### src/rtl/aes_sbox_bram.sv
// aes_sbox_bram: FIPS-197 forward S-box with a one-cycle registered read
module aes_sbox_bram (
    input  logic       clk,
    input  logic       rst_n,
    input  logic [7:0] addr,
    output logic [7:0] dout
);
    localparam logic [7:0] SBOX [0:255] = '{
        8'h63, 8'h7c, 8'h77, 8'h7b, 8'hf2, 8'h6b, 8'h6f, 8'hc5, 8'h30, 8'h01, 8'h67, 8'h2b, 8'hfe, 8'hd7, 8'hab, 8'h76,
        8'hca, 8'h82, 8'hc9, 8'h7d, 8'hfa, 8'h59, 8'h47, 8'hf0, 8'had, 8'hd4, 8'ha2, 8'haf, 8'h9c, 8'ha4, 8'h72, 8'hc0,
        8'hb7, 8'hfd, 8'h93, 8'h26, 8'h36, 8'h3f, 8'hf7, 8'hcc, 8'h34, 8'ha5, 8'he5, 8'hf1, 8'h71, 8'hd8, 8'h31, 8'h15,
        8'h04, 8'hc7, 8'h23, 8'hc3, 8'h18, 8'h96, 8'h05, 8'h9a, 8'h07, 8'h12, 8'h80, 8'he2, 8'heb, 8'h27, 8'hb2, 8'h75,
        8'h09, 8'h83, 8'h2c, 8'h1a, 8'h1b, 8'h6e, 8'h5a, 8'ha0, 8'h52, 8'h3b, 8'hd6, 8'hb3, 8'h29, 8'he3, 8'h2f, 8'h84,
        8'h53, 8'hd1, 8'h00, 8'hed, 8'h20, 8'hfc, 8'hb1, 8'h5b, 8'h6a, 8'hcb, 8'hbe, 8'h39, 8'h4a, 8'h4c, 8'h58, 8'hcf,
        8'hd0, 8'hef, 8'haa, 8'hfb, 8'h43, 8'h4d, 8'h33, 8'h85, 8'h45, 8'hf9, 8'h02, 8'h7f, 8'h50, 8'h3c, 8'h9f, 8'ha8,
        8'h51, 8'ha3, 8'h40, 8'h8f, 8'h92, 8'h9d, 8'h38, 8'hf5, 8'hbc, 8'hb6, 8'hda, 8'h21, 8'h10, 8'hff, 8'hf3, 8'hd2,
        8'hcd, 8'h0c, 8'h13, 8'hec, 8'h5f, 8'h97, 8'h44, 8'h17, 8'hc4, 8'ha7, 8'h7e, 8'h3d, 8'h64, 8'h5d, 8'h19, 8'h73,
        8'h60, 8'h81, 8'h4f, 8'hdc, 8'h22, 8'h2a, 8'h90, 8'h88, 8'h46, 8'hee, 8'hb8, 8'h14, 8'hde, 8'h5e, 8'h0b, 8'hdb,
        8'he0, 8'h32, 8'h3a, 8'h0a, 8'h49, 8'h06, 8'h24, 8'h5c, 8'hc2, 8'hd3, 8'hac, 8'h62, 8'h91, 8'h95, 8'he4, 8'h79,
        8'he7, 8'hc8, 8'h37, 8'h6d, 8'h8d, 8'hd5, 8'h4e, 8'ha9, 8'h6c, 8'h56, 8'hf4, 8'hea, 8'h65, 8'h7a, 8'hae, 8'h08,
        8'hba, 8'h78, 8'h25, 8'h2e, 8'h1c, 8'ha6, 8'hb4, 8'hc6, 8'he8, 8'hdd, 8'h74, 8'h1f, 8'h4b, 8'hbd, 8'h8b, 8'h8a,
        8'h70, 8'h3e, 8'hb5, 8'h66, 8'h48, 8'h03, 8'hf6, 8'h0e, 8'h61, 8'h35, 8'h57, 8'hb9, 8'h86, 8'hc1, 8'h1d, 8'h9e,
        8'he1, 8'hf8, 8'h98, 8'h11, 8'h69, 8'hd9, 8'h8e, 8'h94, 8'h9b, 8'h1e, 8'h87, 8'he9, 8'hce, 8'h55, 8'h28, 8'hdf,
        8'h8c, 8'ha1, 8'h89, 8'h0d, 8'hbf, 8'he6, 8'h42, 8'h68, 8'h41, 8'h99, 8'h2d, 8'h0f, 8'hb0, 8'h54, 8'hbb, 8'h16
    };

    // Synchronous table read every cycle; reset forces 0x00, which no lookup of 0x00 can produce
    always_ff @(posedge clk or negedge rst_n) begin
        if (!rst_n) dout <= 8'h00;
        else        dout <= SBOX[addr];
    end
endmodule

### config.mk
export PLATFORM = sky130hd
export DESIGN_NAME = aes_sbox_bram
export DESIGN_NICKNAME = d
export VERILOG_FILES = /design/src/rtl/aes_sbox_bram.sv
export SDC_FILE = /design/constraint.sdc
export NUM_CORES = 1
export LEC_CHECK = 0
export ABC_CLOCK_PERIOD_IN_PS = 800
export CORE_MARGIN = 10
export CORE_UTILIZATION = 34
export DETAILED_ROUTE_END_ITERATION = 6
export SLEW_MARGIN = 40
export SYNTH_ARGS = -nofsm -noshare
export SYNTH_HDL_FRONTEND = slang
export SYNTH_SLANG_ARGS = --single-unit
### constraint.sdc
create_clock -name clk -period 0.8 [get_ports clk]
set_input_delay 0.16 -clock clk [delete_from_list [all_inputs] [get_ports clk]]
set_output_delay 0.16 -clock clk [all_outputs]
set_load 0.01 [all_outputs]
congestion_map.png
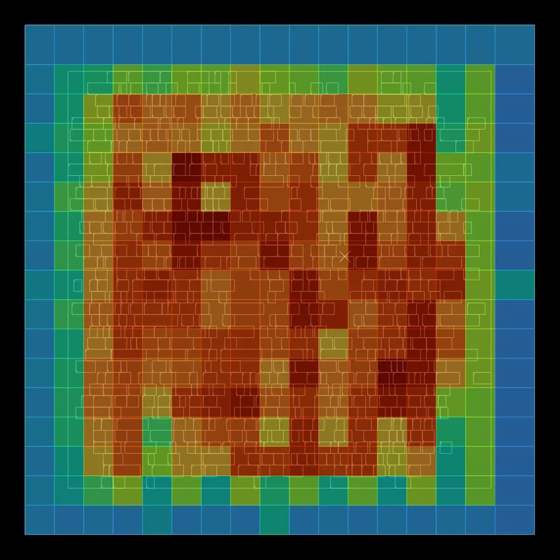
busiest grt layer: met2
GR Layer Usage met3: 4.97%

clock_wires.png
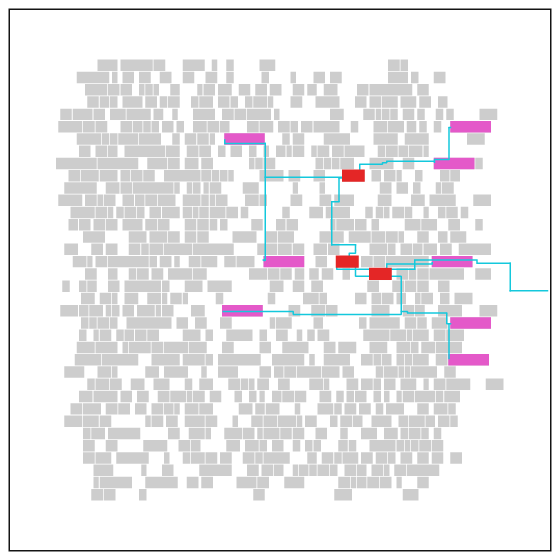
legend:
  magenta:
    item: flip-flops
    count: 8
  cyan:
    item: clock wires
    length: 268 microns
  red:
    item: clock-net drivers
    count: 3
routed clock nets: 4
clock share of power: 11.5%
clock group power: 0.000591 W

==> reports/summary.json <==
{
  "status": {
    "outcome": "finished, violations left",
    "failing_checks": "DRC, setup timing"
  },
  "layout": {
    "largest_registers": "dout (8)",
    "finalNetCount": 720,
    "layout.core_utilization_pct": 61.7,
    "layout_top_cells_excl_fill_tap": "sky130_fd_sc_hd__buf_4, sky130_fd_sc_hd__a21oi_1, sky130_fd_sc_hd__nor2_1",
    "post_route_cells_drive_above_1_share_pct": 51.9,
    "antenna_cells_inserted": 0,
    "final_cells": 826,
    "largest_register_ffs": 8,
    "largest_register": "dout",
    "final_area_sq_mm": 0.00600,
    "fillers": 910,
    "flow.area_growth_from_synthesis_pct": 77.6,
    "multiInputGateArea_sq_mm": 0.00351
  },
  "cts": {
    "clk_pin_slew_worst_paths_ns": 0.06,
    "postCtsSetupBuffers": 8,
    "cts_buffer_depth": 2,
    "cts_tree": "yes",
    "inserted_clock_buffers": 3,
    "ctsHoldBuffers": 0,
    "h-tree-depth": 1,
    "cts_root_buf": "sky130_fd_sc_hd__clkbuf_8",
    "cts_num_sinks": 8
  },
  "power_and_ir_drop": {
    "share_seq_of_total_power_pct": 9.7,
    "power_density_mw_per_mm2": 855,
    "vdd_ir_drop_max_mv": 0.617,
    "power_leader": "combinational logic",
    "switchingPower_w": 0.00248,
    "pg_seq_w": 0.000500,
    "p_int_w": 0.00265,
    "power_switching_share_pct": 48.4,
    "comb_power_w": 0.00404,
    "static-leakage-power_nw": 2.46,
    "combinational_cell_fraction_of_total_power_pct": 78.8
  },
  "yosys": {
    "fp_nets": 540,
    "post_synth.cell_area_avg_sq_um": 6.56,
    "dominantRegCellSynth": "sky130_fd_sc_hd__dfrtp_1",
    "top_area_share_pct": 6.52,
    "postSynthRegisterBits": 8,
    "synth_top_cell_by_count": "sky130_fd_sc_hd__a21oi_1",
    "largest_area_cell": "sky130_fd_sc_hd__a21oi_1",
    "synth_warnings": 0,
    "synth.cell_area_sq_mm": 0.00338,
    "synth.yosys.num_cells": 515,
    "fraction_of_registers_with_async_set_or_reset_after_synthesis_pct": 100,
    "synth.lib_cells_used.distinct": 75,
    "synthCells": 515,
    "enable_flop_cells": 0,
    "synth.yosys.seq_area_share_pct": 5.92,
    "yosysChipArea_sq_mm": 0.00338,
    "synth.area.top_cells": "sky130_fd_sc_hd__a21oi_1, sky130_fd_sc_hd__dfrtp_1, sky130_fd_sc_hd__ha_1"
  },
  "critical_path": {
    "crit_required_ns": 0.93,
    "path_cells": "buf_8 > clkinvlp_4 > ha_4 > buf_8 > nand2b_4 > nand2_1 > mux4_2 > o22a_1 > o211ai_1 > o21ai_1",
    "worst_setup_path_startpoint": "addr[0]",
    "critPathMaxStageDelay_ns": 0.46,
    "number_of_buffer_and_inverter_instances_along_the_worst_setup_path": 3,
    "critical_path_depth": 10,
    "critPathArrivalTime_ns": 1.91,
    "endpoint_kind": "flip-flop",
    "cell_with_the_most_instances_on_the_worst_path": "sky130_fd_sc_hd__buf_8",
    "cp_max_fo": 5,
    "timing.critical_path.from_type": "primary input",
    "critPathSlowestCell": "sky130_fd_sc_hd__mux4_2",
    "setup.worst_path.end": "dout[5]",
    "critical-path-top-delay-family": "multiplexers",
    "critPathKind": "primary input to flip-flop"
  },
  "place": {
    "post-dp-hpwl_microns": 16800,
    "pre_cts_setup_slack_ns": -2.01,
    "numPlacedInstances": 815,
    "numPortBuffers": 17
  },
  "drt": {
    "drt_iter0_markers": 726,
    "residual_drc_count": 2,
    "ant_nets": 0,
    "drt-wirelength-per-cell_microns": 26.7,
    "post_drt_via_cell_ratio": 6.67
  },
  "final_timing": {
    "rsz_0062_raised_after_global_routing": "yes",
    "period_used_pct": 222,
    "hold_viol_final": 0,
    "max_freq_ghz": 0.562,
    "finalSetupViolations": 16,
    "max-slew-margin-rel_pct": 63.7,
    "max_slew.worst_pin.slew_ns": 0.542,
    "min_period_ns": 1.78,
    "worst_slack_ns": -0.978,
    "tns_ns": -8.35,
    "report.final.slew_viol_count": 0,
    "fin_worst_hold_slack_ns": 0.244
  },
  "grt": {
    "vias_in_the_first_global_route": 5272,
    "grt.total_usage_pct": 29.0,
    "overflow": 0,
    "global_route_wire_length_before_repair_microns": 32700,
    "grt_max_degree": 26,
    "antenna_found_initial": 0
  },
  "flow_run": {
    "cap_violations": 0,
    "stage_log_warnings": 42
  },
  "floorplan": {
    "die_y_microns": 120,
    "floorplan.io_pins": 18,
    "chipArea_sq_mm": 0.0143,
    "die_x_microns": 120,
    "floorplan.core_util_pct": 34.7,
    "core_outline_area_sq_mm": 0.00973,
    "placementRows": 36
  },
  "hold_path": {
    "worst_hold_path_type": "primary input to asynchronous set/reset pin"
  }
}
m3.png
Bar = 20 microns.
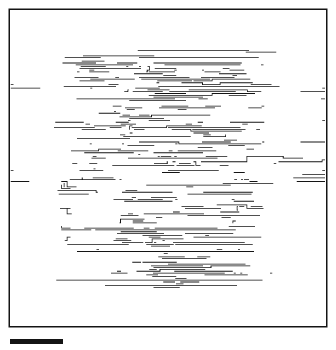
wire length on this layer: 2840 microns
nets with wire on the layer: 164
detailed-route via count: 5509
overall routed net length: 22100 microns

gates.png
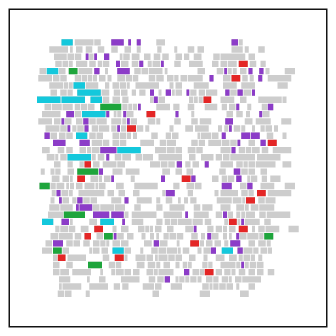
legend:
  cyan:
    family: fa/ha/maj cells
    cells: 15
    most_used: ha_1
  green:
    family: mux cells
    cells: 9
    most_used: mux2i_1
  red:
    family: non-inverting ao/oa cells
    cells: 19
    most_used: a311o_1
  purple:
    family: nand cells
    cells: 87
    most_used: nand2_1
share of the final layout cell area in multi-input gates: 58.5%
dominant logic cell type in the layout: sky130_fd_sc_hd__buf_4

[metal layers]
metal  wire length (microns)  vias up  global-route usage, %
li1                        -     2373                      -
met1                    8270     2571                   38.2
met2                    9600      460                   44.9
met3                    2840      105                   4.97
met4                    1380        0                   14.1
met5                       0        -                      0
[cells by family (layout without fill, tap and decap cells)]
logic type                 Yosys count  after routing  synth area share [%]
DFF                                  8              8                  5.92
adders and majority gates           15             15                  5.55
xor gates and xnor gates             1              1                 0.259
muxes                                9              9                  3.59
and+or+nand+nor                    185            185                  28.3
buffers and inverters               73            251                  10.9
AOI/OAI and AO/OA                  224            224                  45.4
[layout make-up]
type / instances / share of cell area, %
repair buffers: 236 / 33.8
clock buffers: 3 / 0.688
flip-flops and latches: 8 / 3.34
multi-input cells: 434 / 58.5
inverters: 12 / 0.917
well taps: 133 / 2.77
Power and IR drop assume default switching activity.
